Gate-type map:
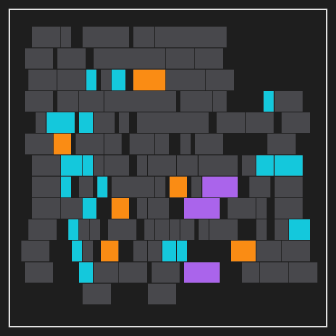
Met3 routing:
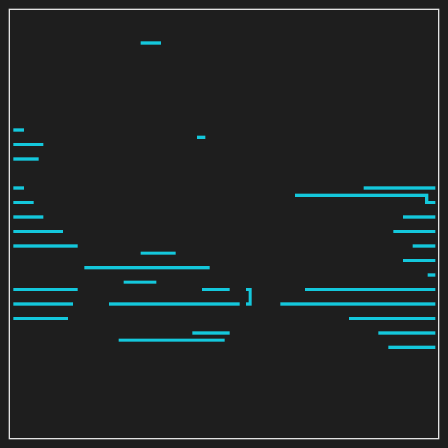
Wires at chosen ports, followed through buffers:
Scale bar: 10 um.
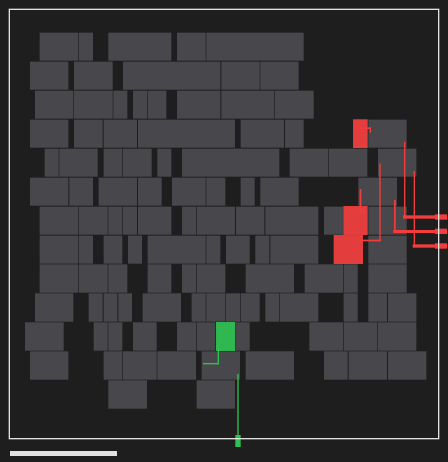
$ cat config.mk
export PLATFORM = sky130hd
export DESIGN_NAME = multicycle_controller
export DESIGN_NICKNAME = d
export VERILOG_FILES = /design/src/rtl/multicycle_controller.sv
export SDC_FILE = /design/constraint.sdc
export NUM_CORES = 1
export LEC_CHECK = 0
export CAP_MARGIN = 20
export CORE_UTILIZATION = 39
export CTS_CLUSTER_DIAMETER = 120
export DETAILED_ROUTE_END_ITERATION = 12
export GPL_TIMING_DRIVEN = 0
export PLACE_DENSITY = 0.94
export SYNTH_ARGS = -nofsm -noshare
export SYNTH_HDL_FRONTEND = slang
export SYNTH_SLANG_ARGS = --single-unit
$ cat constraint.sdc
create_clock -name clk -period 4 [get_ports clk]
set_clock_uncertainty 0.2 [all_clocks]
set_input_delay 0.6 -clock clk [delete_from_list [all_inputs] [get_ports clk]]
set_output_delay 0.6 -clock clk [all_outputs]
set_load 0.005 [all_outputs]
$ cat src/rtl/multicycle_controller.sv
// Multicycle MIPS-style control unit (Moore FSM).
//
// Sequences one instruction through fetch, decode and the per-class
// execute/write-back states, driving the datapath mux selects and strobes.
//
// Ports:
//   clk, resetn        clock (rising edge) and asynchronous active-low reset
//   opcode, funct      instruction fields [31:26] and [5:0]
//   zero               ALU zero flag, used for the beq PC enable
//   IorD .. ALUSrcA    single-bit datapath controls
//   ALUSrcB, PCSrc     2-bit mux selects
//   PCEn               PC load enable (PCWrite | Branch & zero)
//   ALU_control        ALU operation (000 and, 001 or, 010 add, 110 sub, 111 slt)
//   illegal_op         high during the DECODE cycle of an unsupported opcode
//   state              current state, for debug
//
// Build option:
//   ADDI_EN            when defined, addi (opcode 001000) is supported through
//                      ADDIEX/ADDIWB; otherwise it decodes as illegal.
//
// state  | meaning
// -------+--------------------------------------------
// FETCH  | read instruction, PC <= PC + 4
// DECODE | read registers, precompute branch target
// MEMADR | lw/sw effective address
// MEMRD  | lw memory read
// MEMWB  | lw register write-back
// MEMWR  | sw memory write
// EXEC   | R-type ALU operation
// ALUWB  | R-type register write-back
// BRANCH | beq compare, conditional PC load
// ADDIEX | addi ALU operation (ADDI_EN only)
// ADDIWB | addi register write-back (ADDI_EN only)
// JUMP   | j, PC load from jump target

module multicycle_controller (
    input  logic       clk,
    input  logic       resetn,
    input  logic [5:0] opcode,
    input  logic [5:0] funct,
    input  logic       zero,
    output logic       IorD,
    output logic       IRWrite,
    output logic       MemWrite,
    output logic       RegDst,
    output logic       MemtoReg,
    output logic       RegWrite,
    output logic       ALUSrcA,
    output logic [1:0] ALUSrcB,
    output logic [1:0] PCSrc,
    output logic       PCEn,
    output logic [2:0] ALU_control,
    output logic       illegal_op,
    output logic [3:0] state
);

    typedef enum logic [3:0] {
        S_FETCH  = 4'd0,
        S_DECODE = 4'd1,
        S_MEMADR = 4'd2,
        S_MEMRD  = 4'd3,
        S_MEMWB  = 4'd4,
        S_MEMWR  = 4'd5,
        S_EXEC   = 4'd6,
        S_ALUWB  = 4'd7,
        S_BRANCH = 4'd8,
        S_ADDIEX = 4'd9,
        S_ADDIWB = 4'd10,
        S_JUMP   = 4'd11
    } state_t;

    localparam logic [5:0] OP_RTYPE = 6'b000000;
    localparam logic [5:0] OP_LW    = 6'b100011;
    localparam logic [5:0] OP_SW    = 6'b101011;
    localparam logic [5:0] OP_BEQ   = 6'b000100;
    localparam logic [5:0] OP_ADDI  = 6'b001000;
    localparam logic [5:0] OP_J     = 6'b000010;

    state_t state_q, state_d;

    logic       iord, ir_write, mem_write, reg_dst, memto_reg, reg_write;
    logic       alu_src_a, pc_write, branch;
    logic [1:0] alu_src_b, pc_src, alu_op;
    logic       op_legal;

    always_ff @(posedge clk or negedge resetn) begin
        if (!resetn) state_q <= S_FETCH;
        else         state_q <= state_d;
    end

    always_comb begin
        op_legal = 1'b1;
        case (opcode)
            OP_RTYPE, OP_LW, OP_SW, OP_BEQ, OP_J: op_legal = 1'b1;
`ifdef ADDI_EN
            OP_ADDI:                              op_legal = 1'b1;
`endif
            default:                              op_legal = 1'b0;
        endcase
    end

    always_comb begin
        state_d = S_FETCH;
        case (state_q)
            S_FETCH:  state_d = S_DECODE;
            S_DECODE: begin
                case (opcode)
                    OP_LW, OP_SW: state_d = S_MEMADR;
                    OP_RTYPE:     state_d = S_EXEC;
                    OP_BEQ:       state_d = S_BRANCH;
`ifdef ADDI_EN
                    OP_ADDI:      state_d = S_ADDIEX;
`endif
                    OP_J:         state_d = S_JUMP;
                    default:      state_d = S_FETCH;
                endcase
            end
            S_MEMADR: state_d = (opcode == OP_SW) ? S_MEMWR : S_MEMRD;
            S_MEMRD:  state_d = S_MEMWB;
            S_EXEC:   state_d = S_ALUWB;
`ifdef ADDI_EN
            S_ADDIEX: state_d = S_ADDIWB;
`endif
            default:  state_d = S_FETCH;
        endcase
    end

    always_comb begin
        iord      = 1'b0;
        ir_write  = 1'b0;
        mem_write = 1'b0;
        reg_dst   = 1'b0;
        memto_reg = 1'b0;
        reg_write = 1'b0;
        alu_src_a = 1'b0;
        pc_write  = 1'b0;
        branch    = 1'b0;
        alu_src_b = 2'b00;
        pc_src    = 2'b00;
        alu_op    = 2'b00;
        case (state_q)
            S_FETCH:  begin alu_src_b = 2'b01; ir_write = 1'b1; pc_write = 1'b1; end
            S_DECODE: alu_src_b = 2'b11;
            S_MEMADR: begin alu_src_a = 1'b1; alu_src_b = 2'b10; end
            S_MEMRD:  iord = 1'b1;
            S_MEMWB:  begin memto_reg = 1'b1; reg_write = 1'b1; end
            S_MEMWR:  begin iord = 1'b1; mem_write = 1'b1; end
            S_EXEC:   begin alu_src_a = 1'b1; alu_op = 2'b10; end
            S_ALUWB:  begin reg_dst = 1'b1; reg_write = 1'b1; end
            S_BRANCH: begin
                alu_src_a = 1'b1;
                alu_op    = 2'b01;
                pc_src    = 2'b01;
                branch    = 1'b1;
            end
`ifdef ADDI_EN
            S_ADDIEX: begin alu_src_a = 1'b1; alu_src_b = 2'b10; end
            S_ADDIWB: reg_write = 1'b1;
`endif
            S_JUMP:   begin pc_src = 2'b10; pc_write = 1'b1; end
            default:  ;
        endcase
    end

    always_comb begin
        ALU_control = 3'b010;
        case (alu_op)
            2'b01: ALU_control = 3'b110;
            2'b10: begin
                case (funct)
                    6'b100010: ALU_control = 3'b110;
                    6'b100100: ALU_control = 3'b000;
                    6'b100101: ALU_control = 3'b001;
                    6'b101010: ALU_control = 3'b111;
                    default:   ALU_control = 3'b010;
                endcase
            end
            default: ALU_control = 3'b010;
        endcase
    end

    // State already reads FETCH during reset; the strobes FETCH would assert
    // are additionally masked so nothing is written while reset is held.
    assign IorD       = iord;
    assign IRWrite    = ir_write & resetn;
    assign MemWrite   = mem_write & resetn;
    assign RegDst     = reg_dst;
    assign MemtoReg   = memto_reg;
    assign RegWrite   = reg_write & resetn;
    assign ALUSrcA    = alu_src_a;
    assign ALUSrcB    = alu_src_b;
    assign PCSrc      = pc_src;
    assign PCEn       = resetn & (pc_write | (branch & zero));
    assign illegal_op = resetn & (state_q == S_DECODE) & ~op_legal;
    assign state      = state_q;

endmodule

==> summary.rpt <==
CLOCKING
------------------------------------------------------------------------------------------------------
Sinks on Clock Net ......................................................................            4
Level count of the clock H-tree .........................................................            1
Clock transition at the register clock pins on the worst setup and hold paths after CTS .        40 ps
Inserted Clock Buffers ..................................................................            3
Number of cells upsized or downsized after cts ..........................................            0
Number of buffers inserted to repair setup after CTS ....................................            0
Clock tree buffer depth .................................................................            2
Clk_lat worst skew ......................................................................       240 ps
Hold bufs inserted after CTS ............................................................            0
CTS Root Cell ...........................................................................     clkbuf_4
Clock tree from TritonCTS ...............................................................         done

ROUTE
------------------------------------------------------------------------------------------------------
First drt pass iteration count ..........................................................            4
Final antenna-violating net count .......................................................            0
Initial detailed-routing violation count ................................................           28
Residual DRC ............................................................................            0
Routed wirelength normalized by instance count ..........................................      13.3 um

LAYOUT
------------------------------------------------------------------------------------------------------
Sequential standard cell area ...........................................................     100 um^2
Final layout net count ..................................................................          133
Area growth from synthesis to layout ....................................................        67.2%
Diode insertion count for antenna repair ................................................            0
Number of flip-flops in the largest register ............................................            4
Top Layout Cells ........................................................................ clkdlybuf4s50_1, nand2_1, inv_1, nor2_1, nor3_1
Filler Cells Inserted ...................................................................          114
Logic area ..............................................................................     413 um^2
Share of post-route cells with drive strength above 1 ...................................        10.6%

CRITICAL PATH
------------------------------------------------------------------------------------------------------
Critical Path Source Type ...............................................................         flop
Crit path capture type ..................................................................   output pin
Flop-to-flop setup slack ................................................................      2450 ps
Crit path arrival time ..................................................................      2460 ps
CP top delay family ..................................................................... simple AND/OR/NAND/NOR gates
Required time of the worst setup path ...................................................      3200 ps
Slowest cell on the critical path ....................................................... clkdlybuf4s50_1
Highest fanout seen on the critical path ................................................           10
Sum of buffers and inverters on the critical path .......................................            3
Crit Path Class .........................................................................      reg2out
Delay contributed by the slowest stage of the critical path .............................       500 ps
Worst-path cell chain ................................................................... buf_2 > nand2b_4 > or3_1 > inv_1 > ha_1 > and3b_1 > a21oi_1 > nor2b_1 > clkdlybuf4s50_1

JOB
------------------------------------------------------------------------------------------------------
OpenROAD warnings .......................................................................           28
Max capacitance violation total .........................................................            0

OUTCOME
------------------------------------------------------------------------------------------------------
Outcome .................................................................................    completed

SYNTHESIS
------------------------------------------------------------------------------------------------------
Primary flip-flop cell chosen by synthesis mapping ......................................      dfrtp_1
Yosys cell count ........................................................................           76
Sequential element share of the synthesized area ........................................        17.6%
Post-synthesis instance total ...........................................................           76
Async SR Flop Fraction ..................................................................         100%
Mean instance size in the synthesized netlist ...........................................    7.47 um^2
Post-synth area from yosys stat .........................................................     568 um^2
Synthesized netlist net count ...........................................................           94
FF+latch count, synth ...................................................................            4
Number of enable flip-flop cells ........................................................            0
Netlist area before placement ...........................................................     568 um^2
Number of warnings issued by yosys ......................................................            0
Number of different library cells in the post-synthesis netlist .........................           35

PWR
------------------------------------------------------------------------------------------------------
Leakage power ...........................................................................     0.400 nW
Maximum vdd ir drop .....................................................................     0.208 mV
Power per cell area .....................................................................  337 nW/um^2

GRT
------------------------------------------------------------------------------------------------------
Wire length of the first global-routing pass ............................................      2440 um
Largest net degree at the start of global routing .......................................           11
All-Layer GR Usage ......................................................................        23.0%
Vias in the first global route ..........................................................          595
GRT overflow ............................................................................            0
Initial antenna violation count .........................................................            0

TIMING
------------------------------------------------------------------------------------------------------
Hold violation count in the final report ................................................            0
Final setup fails .......................................................................            0
Max transition margin ...................................................................        69.7%
Count of pins over their slew limit .....................................................            0
Achievable Freq .........................................................................    0.306 GHz
RSZ-0062 raised after global routing ....................................................           no
TNS Setup ...............................................................................         0 ps
Final hold slack ........................................................................       413 ps
Slew at the pin with the worst max-slew slack ...........................................       455 ps
Clock period minus final worst setup slack ..............................................      3260 ps
Period utilisation layout ...............................................................        81.6%

DIE
------------------------------------------------------------------------------------------------------
Core Box Area ...........................................................................    1330 um^2
Floorplan core density ..................................................................        42.6%
Placement row count .....................................................................           13
Chip area ...............................................................................    1610 um^2
Chip Height .............................................................................      40.2 um
Width of the die ........................................................................      40.2 um

PLACEMENT
------------------------------------------------------------------------------------------------------
Placed cell count .......................................................................          125
Detail Placement HPWL ...................................................................      1310 um
Routability Congestion ..................................................................        0.771

MIN PATH
------------------------------------------------------------------------------------------------------
Type of the most critical hold path .....................................................      reg2reg

About 'gate-type map':
fa/ha/maj cells -> purple  # cells 3, most used ha_1
and/or cells -> orange  # cells 6, most used and3_1
nor cells -> cyan  # cells 18, most used nor2_1
fraction of area in multi-input gates: 43.5%
most common logic cell in the routed design: clkdlybuf4s50_1
final instance count without filler cells: 128

About 'met3 routing':
longest straight run = 14.2 um
share of all routed wire = 9.3%
wire length on this layer = 158 um
nets with wire on the layer = 31
global-route met3 utilization: 6.11%
detailed-route via count: 719
post-detailed-routing wire length: 1700 um

About 'wires at chosen ports, followed through buffers':
`ALU_control` -> red  # direction output, end cells 3, buffers 3, wire 37.8 um
`IRWrite` -> green  # direction output, end cells 1, buffers 1, wire 8.70 um
quantity of I/O buffers inserted on ports: 34
number of top-level design ports: 35

-- power by group --
part,leakage (nW),internal [mW],switching (mW)
clock,0.0138,0.0337,0.0188
combinational,0.333,0.117,0.0923
sequential,0.0532,0.0487,0.00885
-- path summary, 6_finish.rpt --
path,startpoint,to,depth (start not counted)
setup / recovery,state[0],ALU_control[2],9
hold / removal,state[2],state[3],2
setup reg to reg,state[1],state[1],4
hold reg to reg,state[2],state[3],2
max in group asynchronous,resetn,state[0],1
min in group asynchronous,resetn,state[1],1
-- routing by layer --
metal	GRT usage [%]	vias up	wire length [um]
li1	-	347	-
met1	24.4	326	612
met2	41.5	42	895
met3	6.11	4	158
met4	10.3	0	31
met5	0	-	0
-- Yosys cell counts (2+ instances only) --
library cell | count | share of area [%]
buf_2 | 2 | 1.8
xor2_1 | 2 | 3.1
inv_1 | 8 | 5.3
nor3b_1 | 2 | 2.6
nand3_1 | 3 | 2.6
nand2b_4 | 2 | 4.8
and3_1 | 3 | 3.3
nand2_1 | 9 | 5.9
dfrtp_1 | 4 | 18
nor3_1 | 5 | 4.4
ha_1 | 3 | 6.6
a21oi_1 | 3 | 2.6
nor2_1 | 8 | 5.3
-- cells by family (layout without fill, tap and decap cells) --
family | Yosys count | count (layout) | share of synthesized area [%]
AND/OR/NAND/NOR | 41 | 41 | 41.9
AND-OR/OR-AND | 14 | 14 | 21.1
buffers and inverters | 12 | 49 | 9.69
flip-flops | 4 | 4 | 17.6
adder cells (fa/ha/maj) | 3 | 3 | 6.61
XOR/XNOR | 2 | 2 | 3.08
-- through the flow --
step / setup WS (ps) / total power, mW / instance area, um^2 / utilization [%]
2_1_floorplan: 1560 / 0.166 / 568 / -
3_5_place_dp: 973 / 0.266 / 927 / 69.5
5_1_grt: 572 / 0.340 / 950 / 71.2
4_1_cts: 715 / 0.321 / 950 / 71.2
3_3_place_gp: 1030 / 0.260 / 927 / 69.5
6_report: 735 / 0.320 / 950 / 71.2
-- worst reg2reg max path, stage by stage, from the launching register on --
cell      delay [ps]
dfrtp_1          380
buf_6            150
nand2b_4         160
or3_4            340
o41ai_2          220
-- area by class of cell --
class / instances / area share (%)
plain buffers: 4 / 2.64
clock buffers: 3 / 2.37
inverters: 8 / 3.16
multi-input cells: 60 / 43.5
flip-flops and latches: 4 / 10.5
well taps: 15 / 1.98
repair buffers: 34 / 35.8
Power figures rest on the tool's default switching activity, not on a simulated workload.
